**Placed standard cells**

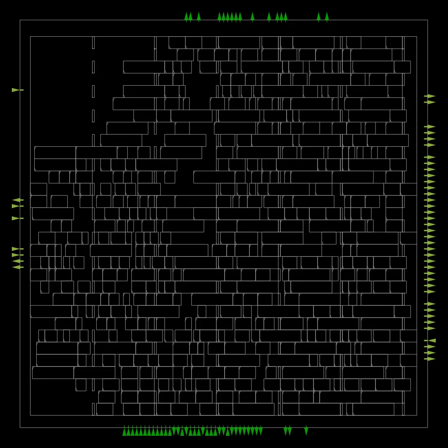
**Pin placement**

Scale: 4 px per um. Pins as bars across the die edge, other pins in gray.
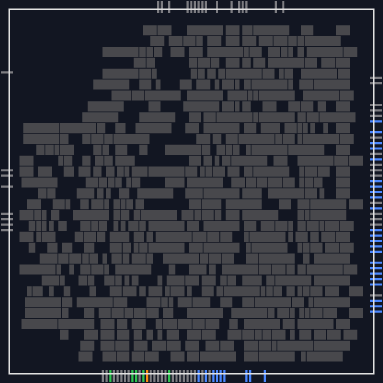
**Close-up of the layout**

Region (25, 25) to (65, 65) um. Cells in gray, sequential cells in the stronger gray; small squares are vias.
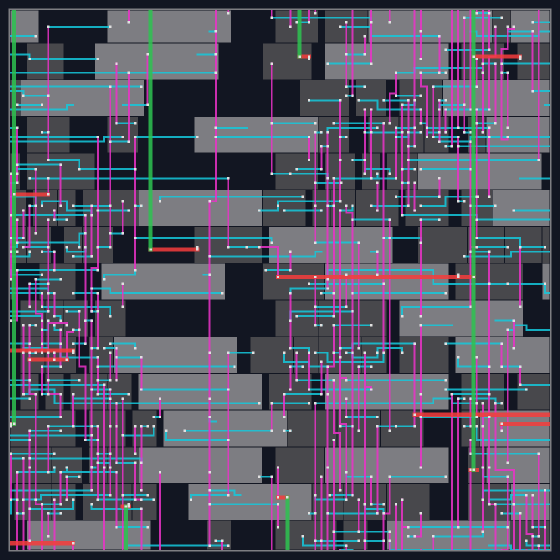
### src/rtl/hazard_stall_unit_if.sv
// rtl/hazard_stall_unit_if.sv - hazard/stall control bundle between pipeline and hazard unit
//
// Groups the hazard-detection inputs and the pipeline hold/clear controls.
//   master : pipeline side, drives hazard terms, receives stall/flush controls
//   slave  : hazard unit side
interface hazard_stall_unit_if;
    logic [4:0]  rs1_id;
    logic [4:0]  rs2_id;
    logic        rs1_used_id;
    logic        rs2_used_id;
    logic [4:0]  rd_exe;
    logic        MemRead_exe;
    logic        RegWen_exe;
    logic        branch_taken_exe;
    logic        div_start_exe;
    logic        div_done;
    logic        mem_req_mem;
    logic        mem_ready;
    logic        stall_pc;
    logic        stall_if_id;
    logic        stall_id_exe;
    logic        stall_exe_mem;
    logic        flush_if_id;
    logic        flush_id_exe;
    logic        flush_exe_mem;
    logic        flush_mem_wb;
    logic        mem_error;
    logic [31:0] stall_cycles;
    logic [31:0] flush_count;

    modport master (
        output rs1_id, rs2_id, rs1_used_id, rs2_used_id, rd_exe,
               MemRead_exe, RegWen_exe, branch_taken_exe,
               div_start_exe, div_done, mem_req_mem, mem_ready,
        input  stall_pc, stall_if_id, stall_id_exe, stall_exe_mem,
               flush_if_id, flush_id_exe, flush_exe_mem, flush_mem_wb,
               mem_error, stall_cycles, flush_count
    );

    modport slave (
        input  rs1_id, rs2_id, rs1_used_id, rs2_used_id, rd_exe,
               MemRead_exe, RegWen_exe, branch_taken_exe,
               div_start_exe, div_done, mem_req_mem, mem_ready,
        output stall_pc, stall_if_id, stall_id_exe, stall_exe_mem,
               flush_if_id, flush_id_exe, flush_exe_mem, flush_mem_wb,
               mem_error, stall_cycles, flush_count
    );
endinterface

### src/rtl/hazard_stall_unit.sv
// rtl/hazard_stall_unit.sv - stall/flush controller for load-use, branch, memory and divider hazards
//
// Ports:
//   clk   : pipeline clock
//   rst_n : asynchronous active-low reset; forces all stall/flush controls low
//   hz    : hazard_stall_unit_if.slave - hazard inputs, stall/flush controls,
//           sticky mem_error, stall_cycles and flush_count counters
module hazard_stall_unit #(
    parameter int unsigned MEM_TIMEOUT = 255
) (
    input  logic              clk,
    input  logic              rst_n,
    hazard_stall_unit_if.slave hz
);

    typedef enum logic [1:0] {RUN, MEM_WAIT, DIV_WAIT} state_t;

    state_t      state, state_next;
    logic [15:0] timer, timer_next;
    logic        err_set;
    logic        branch_sel;
    logic [7:0]  ctl;
    logic        mem_error_q;
    logic [31:0] stall_cycles_q;
    logic [31:0] flush_count_q;

    logic        load_use;
    logic        mem_freeze;
    logic        div_freeze;
    logic        timeout;
    logic [16:0] timer_inc;

    assign load_use = hz.MemRead_exe & hz.RegWen_exe & (hz.rd_exe != 5'd0) &
                      ((hz.rs1_used_id & (hz.rs1_id == hz.rd_exe)) |
                       (hz.rs2_used_id & (hz.rs2_id == hz.rd_exe)));

    assign mem_freeze = hz.mem_req_mem & ~hz.mem_ready &
                        ((state == RUN) | (state == MEM_WAIT));

    assign div_freeze = ~mem_freeze & hz.div_start_exe & ~hz.div_done &
                        ((state == RUN) | (state == DIV_WAIT));

    // Timeout fires in the MEM_WAIT cycle whose increment would bring the
    // timer to MEM_TIMEOUT; a same-cycle mem_ready takes precedence.
    assign timer_inc = {1'b0, timer} + 17'd1;
    assign timeout   = (state == MEM_WAIT) & ~hz.mem_ready &
                       ({15'd0, timer_inc} >= MEM_TIMEOUT);

    always_ff @(posedge clk or negedge rst_n) begin
        if (!rst_n) begin
            state          <= RUN;
            timer          <= 16'd0;
            mem_error_q    <= 1'b0;
            stall_cycles_q <= 32'd0;
            flush_count_q  <= 32'd0;
        end else begin
            state          <= state_next;
            timer          <= timer_next;
            mem_error_q    <= mem_error_q | err_set;
            stall_cycles_q <= stall_cycles_q + {31'd0, ctl[7]};
            flush_count_q  <= flush_count_q + {31'd0, branch_sel};
        end
    end

    // ctl = {stall_pc, stall_if_id, stall_id_exe, stall_exe_mem,
    //        flush_if_id, flush_id_exe, flush_exe_mem, flush_mem_wb}
    always_comb begin
        state_next = state;
        timer_next = timer;
        err_set    = 1'b0;
        branch_sel = 1'b0;
        ctl        = 8'b0000_0000;

        if (mem_freeze) begin
            ctl = 8'b1111_0001;
        end else if (div_freeze) begin
            ctl = 8'b1110_0010;
        end else if (hz.branch_taken_exe) begin
            ctl        = 8'b0000_1100;
            branch_sel = 1'b1;
        end else if (load_use) begin
            ctl = 8'b1100_0100;
        end

        // Aborted access must not reach write-back even if the request dropped.
        if (timeout) begin
            ctl[0] = 1'b1;
        end

        case (state)
            RUN: begin
                if (hz.mem_req_mem & ~hz.mem_ready) begin
                    state_next = MEM_WAIT;
                    timer_next = 16'd0;
                end else if (hz.div_start_exe & ~hz.div_done) begin
                    state_next = DIV_WAIT;
                end
            end
            MEM_WAIT: begin
                if (hz.mem_ready) begin
                    state_next = RUN;
                end else if (timeout) begin
                    state_next = RUN;
                    err_set    = 1'b1;
                end else begin
                    timer_next = timer_inc[15:0];
                end
            end
            DIV_WAIT: begin
                if (hz.div_done) begin
                    state_next = RUN;
                end
            end
            default: state_next = RUN;
        endcase

        if (!rst_n) begin
            ctl        = 8'b0000_0000;
            branch_sel = 1'b0;
        end
    end

    assign hz.stall_pc      = ctl[7];
    assign hz.stall_if_id   = ctl[6];
    assign hz.stall_id_exe  = ctl[5];
    assign hz.stall_exe_mem = ctl[4];
    assign hz.flush_if_id   = ctl[3];
    assign hz.flush_id_exe  = ctl[2];
    assign hz.flush_exe_mem = ctl[1];
    assign hz.flush_mem_wb  = ctl[0];
    assign hz.mem_error     = mem_error_q;
    assign hz.stall_cycles  = stall_cycles_q;
    assign hz.flush_count   = flush_count_q;

endmodule

### src/flat_wrapper.sv
// flat-port wrapper written by rule: the top's interface ports become plain ports
module hazard_stall_unit_flat 
#(
    parameter int unsigned MEM_TIMEOUT = 255
)
  (clk, rst_n, hz_rs1_id, hz_rs2_id, hz_rs1_used_id, hz_rs2_used_id, hz_rd_exe, hz_MemRead_exe, hz_RegWen_exe, hz_branch_taken_exe, hz_div_start_exe, hz_div_done, hz_mem_req_mem, hz_mem_ready, hz_stall_pc, hz_stall_if_id, hz_stall_id_exe, hz_stall_exe_mem, hz_flush_if_id, hz_flush_id_exe, hz_flush_exe_mem, hz_flush_mem_wb, hz_mem_error, hz_stall_cycles, hz_flush_count);
  hazard_stall_unit_if hz_i ();
  input  logic clk;
  input  logic rst_n;
  input wire logic [$bits(hz_i.rs1_id)-1:0] hz_rs1_id;
  input wire logic [$bits(hz_i.rs2_id)-1:0] hz_rs2_id;
  input wire logic [$bits(hz_i.rs1_used_id)-1:0] hz_rs1_used_id;
  input wire logic [$bits(hz_i.rs2_used_id)-1:0] hz_rs2_used_id;
  input wire logic [$bits(hz_i.rd_exe)-1:0] hz_rd_exe;
  input wire logic [$bits(hz_i.MemRead_exe)-1:0] hz_MemRead_exe;
  input wire logic [$bits(hz_i.RegWen_exe)-1:0] hz_RegWen_exe;
  input wire logic [$bits(hz_i.branch_taken_exe)-1:0] hz_branch_taken_exe;
  input wire logic [$bits(hz_i.div_start_exe)-1:0] hz_div_start_exe;
  input wire logic [$bits(hz_i.div_done)-1:0] hz_div_done;
  input wire logic [$bits(hz_i.mem_req_mem)-1:0] hz_mem_req_mem;
  input wire logic [$bits(hz_i.mem_ready)-1:0] hz_mem_ready;
  output wire logic [$bits(hz_i.stall_pc)-1:0] hz_stall_pc;
  output wire logic [$bits(hz_i.stall_if_id)-1:0] hz_stall_if_id;
  output wire logic [$bits(hz_i.stall_id_exe)-1:0] hz_stall_id_exe;
  output wire logic [$bits(hz_i.stall_exe_mem)-1:0] hz_stall_exe_mem;
  output wire logic [$bits(hz_i.flush_if_id)-1:0] hz_flush_if_id;
  output wire logic [$bits(hz_i.flush_id_exe)-1:0] hz_flush_id_exe;
  output wire logic [$bits(hz_i.flush_exe_mem)-1:0] hz_flush_exe_mem;
  output wire logic [$bits(hz_i.flush_mem_wb)-1:0] hz_flush_mem_wb;
  output wire logic [$bits(hz_i.mem_error)-1:0] hz_mem_error;
  output wire logic [$bits(hz_i.stall_cycles)-1:0] hz_stall_cycles;
  output wire logic [$bits(hz_i.flush_count)-1:0] hz_flush_count;
  assign hz_i.rs1_id = hz_rs1_id;
  assign hz_i.rs2_id = hz_rs2_id;
  assign hz_i.rs1_used_id = hz_rs1_used_id;
  assign hz_i.rs2_used_id = hz_rs2_used_id;
  assign hz_i.rd_exe = hz_rd_exe;
  assign hz_i.MemRead_exe = hz_MemRead_exe;
  assign hz_i.RegWen_exe = hz_RegWen_exe;
  assign hz_i.branch_taken_exe = hz_branch_taken_exe;
  assign hz_i.div_start_exe = hz_div_start_exe;
  assign hz_i.div_done = hz_div_done;
  assign hz_i.mem_req_mem = hz_mem_req_mem;
  assign hz_i.mem_ready = hz_mem_ready;
  assign hz_stall_pc = hz_i.stall_pc;
  assign hz_stall_if_id = hz_i.stall_if_id;
  assign hz_stall_id_exe = hz_i.stall_id_exe;
  assign hz_stall_exe_mem = hz_i.stall_exe_mem;
  assign hz_flush_if_id = hz_i.flush_if_id;
  assign hz_flush_id_exe = hz_i.flush_id_exe;
  assign hz_flush_exe_mem = hz_i.flush_exe_mem;
  assign hz_flush_mem_wb = hz_i.flush_mem_wb;
  assign hz_mem_error = hz_i.mem_error;
  assign hz_stall_cycles = hz_i.stall_cycles;
  assign hz_flush_count = hz_i.flush_count;
  hazard_stall_unit #(.MEM_TIMEOUT(MEM_TIMEOUT)) u_core (.clk(clk), .rst_n(rst_n), .hz(hz_i));
endmodule
### config.mk
export PLATFORM = sky130hd
export DESIGN_NAME = hazard_stall_unit_flat
export DESIGN_NICKNAME = d
export VERILOG_FILES = /design/src/rtl/hazard_stall_unit_if.sv /design/src/rtl/hazard_stall_unit.sv /design/src/flat_wrapper.sv
export SDC_FILE = /design/constraint.sdc
export NUM_CORES = 1
export LEC_CHECK = 0
export CORE_MARGIN = 2
export CORE_UTILIZATION = 53
export CTS_CLUSTER_SIZE = 12
export DETAILED_ROUTE_END_ITERATION = 6
export GPL_ROUTABILITY_DRIVEN = 0
export PLACE_DENSITY = 0.86
export RECOVER_POWER = 100
export SKIP_CTS_REPAIR_TIMING = 1
export SYNTH_ARGS = -nofsm -noshare
export SYNTH_HDL_FRONTEND = slang
export SYNTH_SLANG_ARGS = --single-unit
### constraint.sdc
create_clock -name clk -period 5.05 [get_ports clk]
set_input_delay 1.01 -clock clk [delete_from_list [all_inputs] [get_ports clk]]
set_output_delay 1.01 -clock clk [all_outputs]
set_load 0.01 [all_outputs]
==> run summary <==
distinct cell type count of the synthesized netlist: 44
vias per cell: 5.49
Detail Placement HPWL: 6440 um
worst reg2reg setup slack: 1720 ps
area added between synthesis and finish: 31.0%
final-layout setup total negative slack: 0 ps
RSZ-0062 raised after global routing: no
classification of the worst-slack hold path: flop to flop
element type at the critical path start: flop
largest net degree at the start of global routing: 78
min cycle time layout: 4470 ps
first-pass detailed-route iteration total: 5
violations in the final reports: capacitance limit, slew limit
width of the chip: 90.7 um
number of H-tree levels: 3
global-route wire length before repair: 15300 um
Yosys warnings: 0
most common cell after layout, fill and taps aside: sky130_fd_sc_hd__dfrtp_1
io pins: 99
dominant register cell in the synthesized netlist: sky130_fd_sc_hd__dfrtp_1
Crit Path Category: flop to primary output
count of vias placed by the detailed router: 3227
number of antenna violations at the first check in global routing: 0
final routed DRC violation total: 0
number of enable flip-flop cells: 0
pin slew with the least headroom to its limit: 1810 ps
synthesized flop and latch total: 83
Tot GR Track Use: 22.9%
worst-case clock buffer depth: 2
final clock period utilization by the worst path: 88.4%
final-report max-slew violation count: 78
WP data arrival: 3460 ps
number of nets still failing antenna checks after routing: 0
insertion delay to the later sink of the worst-skew pair: 350 ps
post-route clock skew: 14.6 ps
initial core utilization: 55.0%
number of global-route vias before repair: 3193
net count entering floorplan: 414
average cell area after synthesis: 10.4 um2
total congestion overflow: 0
root cell of the clock tree: sky130_fd_sc_hd__clkbuf_8
register area: 2080 um2
count of final hold-check violations: 0
most frequent cells in the layout: sky130_fd_sc_hd__dfrtp_1 (83), sky130_fd_sc_hd__dlygate4sd3_1 (74), sky130_fd_sc_hd__xnor2_1 (45)
worst IR drop on VDD: 184 uV
DRT Wirelength: 8790 um
Post-Syn Area: 3990 um2
crit path capture type: primary output
count of routing violations after the opening detailed-route iteration: 135
total power density per cell area: 279 nW/um2
total of buffers placed on input and output ports: 98
part of the Yosys area used for sequential elements: 52.1%
FMAX: 224 MHz
die outline area: 8230 um2
Inserted Diodes: 0
total cells reported by yosys after synthesis: 382
fraction of layout instances using a drive strength above 1: 4.09%
critical path required time: 4040 ps
Synth async-reset ratio: 100%
Worst slew margin: -20.9%
Inserted Clock Buffers: 9
result of the run: finished, violations left
count of mapped cells out of synthesis: 382
critical path fanouts, max: 8
final setup vio count: 0
leakage power of the design: 0.00251 uW
TritonCTS sink count: 83
vertical extent of the die: 90.7 um
total of max-cap violations: 1
FP Rows: 31
Design Area, Final: 5220 um2
MI comb area: 1840 um2
chip area from the yosys synthesis statistics: 3990 um2
clock-pin slew reported for the worst setup and hold paths after clock tree synthesis: 90 ps
warning total across the stage logs: 27
final routed wire length divided by cell count: 14.9 um
Cell Area, Placed: 5060 um2
number of nets in the layout: 516
clock tree from TritonCTS: built
-- 'placed standard cells' (at the start) --
Layout Utilization: 72.0%
Seq/total area: 39.8%
num sequential: 83
placeable core region: 7250 um2
total of fill cells in the finished design: 533

-- 'pin placement' (at the start) --
| color | port | pins | direction | edge |
|---|---|---|---|---|
| blue | `hz_flush_count` | 32 | output | 23 right, 9 bottom |
| orange | `hz_stall_id_exe` | 1 | output | bottom |
| green | `hz_rs2_id` | 5 | input | bottom |
all pins by edge: 38 right, 37 bottom, 16 top, 8 left

-- 'close-up of the layout' (at the start) --
| color | layer |
|---|---|
| magenta | metal 2 |
| green | metal 4 |
| cyan | metal 1 |
| red | metal 3 |
sequential cells in the window: 26
cells with their middle in the window: 114
netlist names of flops here include: `u_core.hz.stall_cycles` (14), `u_core.hz.flush_count` (6), `u_core.timer` (6)
most frequent: dfrtp_1 (26), nand3_1 (15), xnor2_1 (12)

[logic make-up (layout without fill, tap and decap cells)]
| logic type | after synthesis | in the layout | synth area share, % |
|---|---|---|---|
| xor gates and xnor gates | 73 | 73 | 16.0 |
| AOI/OAI and AO/OA | 26 | 26 | 4.49 |
| DFF | 83 | 83 | 52.1 |
| and+or+nand+nor | 177 | 177 | 23.4 |
| muxes | 2 | 2 | 0.534 |
| buffers and inverters | 15 | 122 | 1.60 |
| adders and majority gates | 6 | 6 | 1.88 |
[final timing paths]
path | cells after the start | start | to
min in group asynchronous | 1 | rst_n | u_core.timer[3]
max | 9 | u_core.timer[0] | hz_flush_mem_wb
min | 1 | u_core.hz.stall_cycles[31] | u_core.hz.stall_cycles[31]
max reg2reg | 8 | u_core.timer[0] | u_core.timer[15]
min reg2reg | 1 | u_core.hz.stall_cycles[31] | u_core.hz.stall_cycles[31]
max in group asynchronous | 2 | rst_n | u_core.hz.stall_cycles[0]
[synth_stat cells (all sizes together), types with 4 or more instances]
library cell	instances	area, um2
a21oi	5	25.0
and2	10	62.6
and3	20	125
buf	4	22.5
clkbuf	4	15.0
dfrtp	83	2080
ha	6	75.1
inv	7	26.3
nand2	31	116
nand3	44	220
nand4	12	81.3
nor2	28	105
nor4	6	43.8
o211ai	6	45.0
or3	7	43.8
xnor2	45	394
xor2	28	245
[critical path, cell delays in order, from the launching register on]
cell,delay [ps]
sky130_fd_sc_hd__dfrtp_1,480
sky130_fd_sc_hd__ha_1,250
sky130_fd_sc_hd__nand3_1,240
sky130_fd_sc_hd__or3_1,390
sky130_fd_sc_hd__a2111oi_0,570
sky130_fd_sc_hd__nor4_2,130
sky130_fd_sc_hd__a311oi_1,300
sky130_fd_sc_hd__nor2_1,70
sky130_fd_sc_hd__nor2_1,80
sky130_fd_sc_hd__dlygate4sd3_1,610
[where the power goes]
part / internal (uW) / leakage (uW) / total [uW] / switching, uW
Clock: 183 / 0.0000795 / 433 / 250
Sequential: 718 / 0.00113 / 792 / 74.1
Combinational: 118 / 0.00130 / 231 / 113
Total: 1020 / 0.00251 / 1460 / 437
[layout make-up]
cell class,count,area share (%)
clock buffers,10,2.44
clock inverters,6,0.934
inverters,7,0.503
multi-input cells,284,35.2
flip-flops and latches,83,39.8
well taps,99,2.37
repair buffers,99,18.8
[state kept, by name, indices dropped and copies added, names as in the netlist]
signal,cells
u_core.hz.mem_error,1
u_core.state,2
u_core.hz.flush_count,32
u_core.timer,16
u_core.hz.stall_cycles,32
[through the flow]
step           instances  hold WS (ps)  setup WS, ps  utilization, %  power, uW
2_1_floorplan        382           504          1430               -        897
3_3_place_gp         572           453           944            69.7       1040
3_5_place_dp         572           455           841            69.7       1060
4_1_cts              588           462           634            72.2       1490
5_1_grt              588           487           274            72.0       1530
6_report             588           470           583            72.0       1460
[per-layer routing]
| layer | GRT usage [%] | part of all wire (%) | vias to the layer above |
|---|---|---|---|
| met1 | 29.8 | 43 | 1588 |
| met4 | 8.46 | 2.3 | 0 |
| met2 | 38.7 | 51 | 89 |
| li1 | - | - | 1533 |
| met3 | 3.84 | 3.9 | 17 |
| met5 | 0 | 0 | - |
Power is estimated from default activity; no workload was simulated.
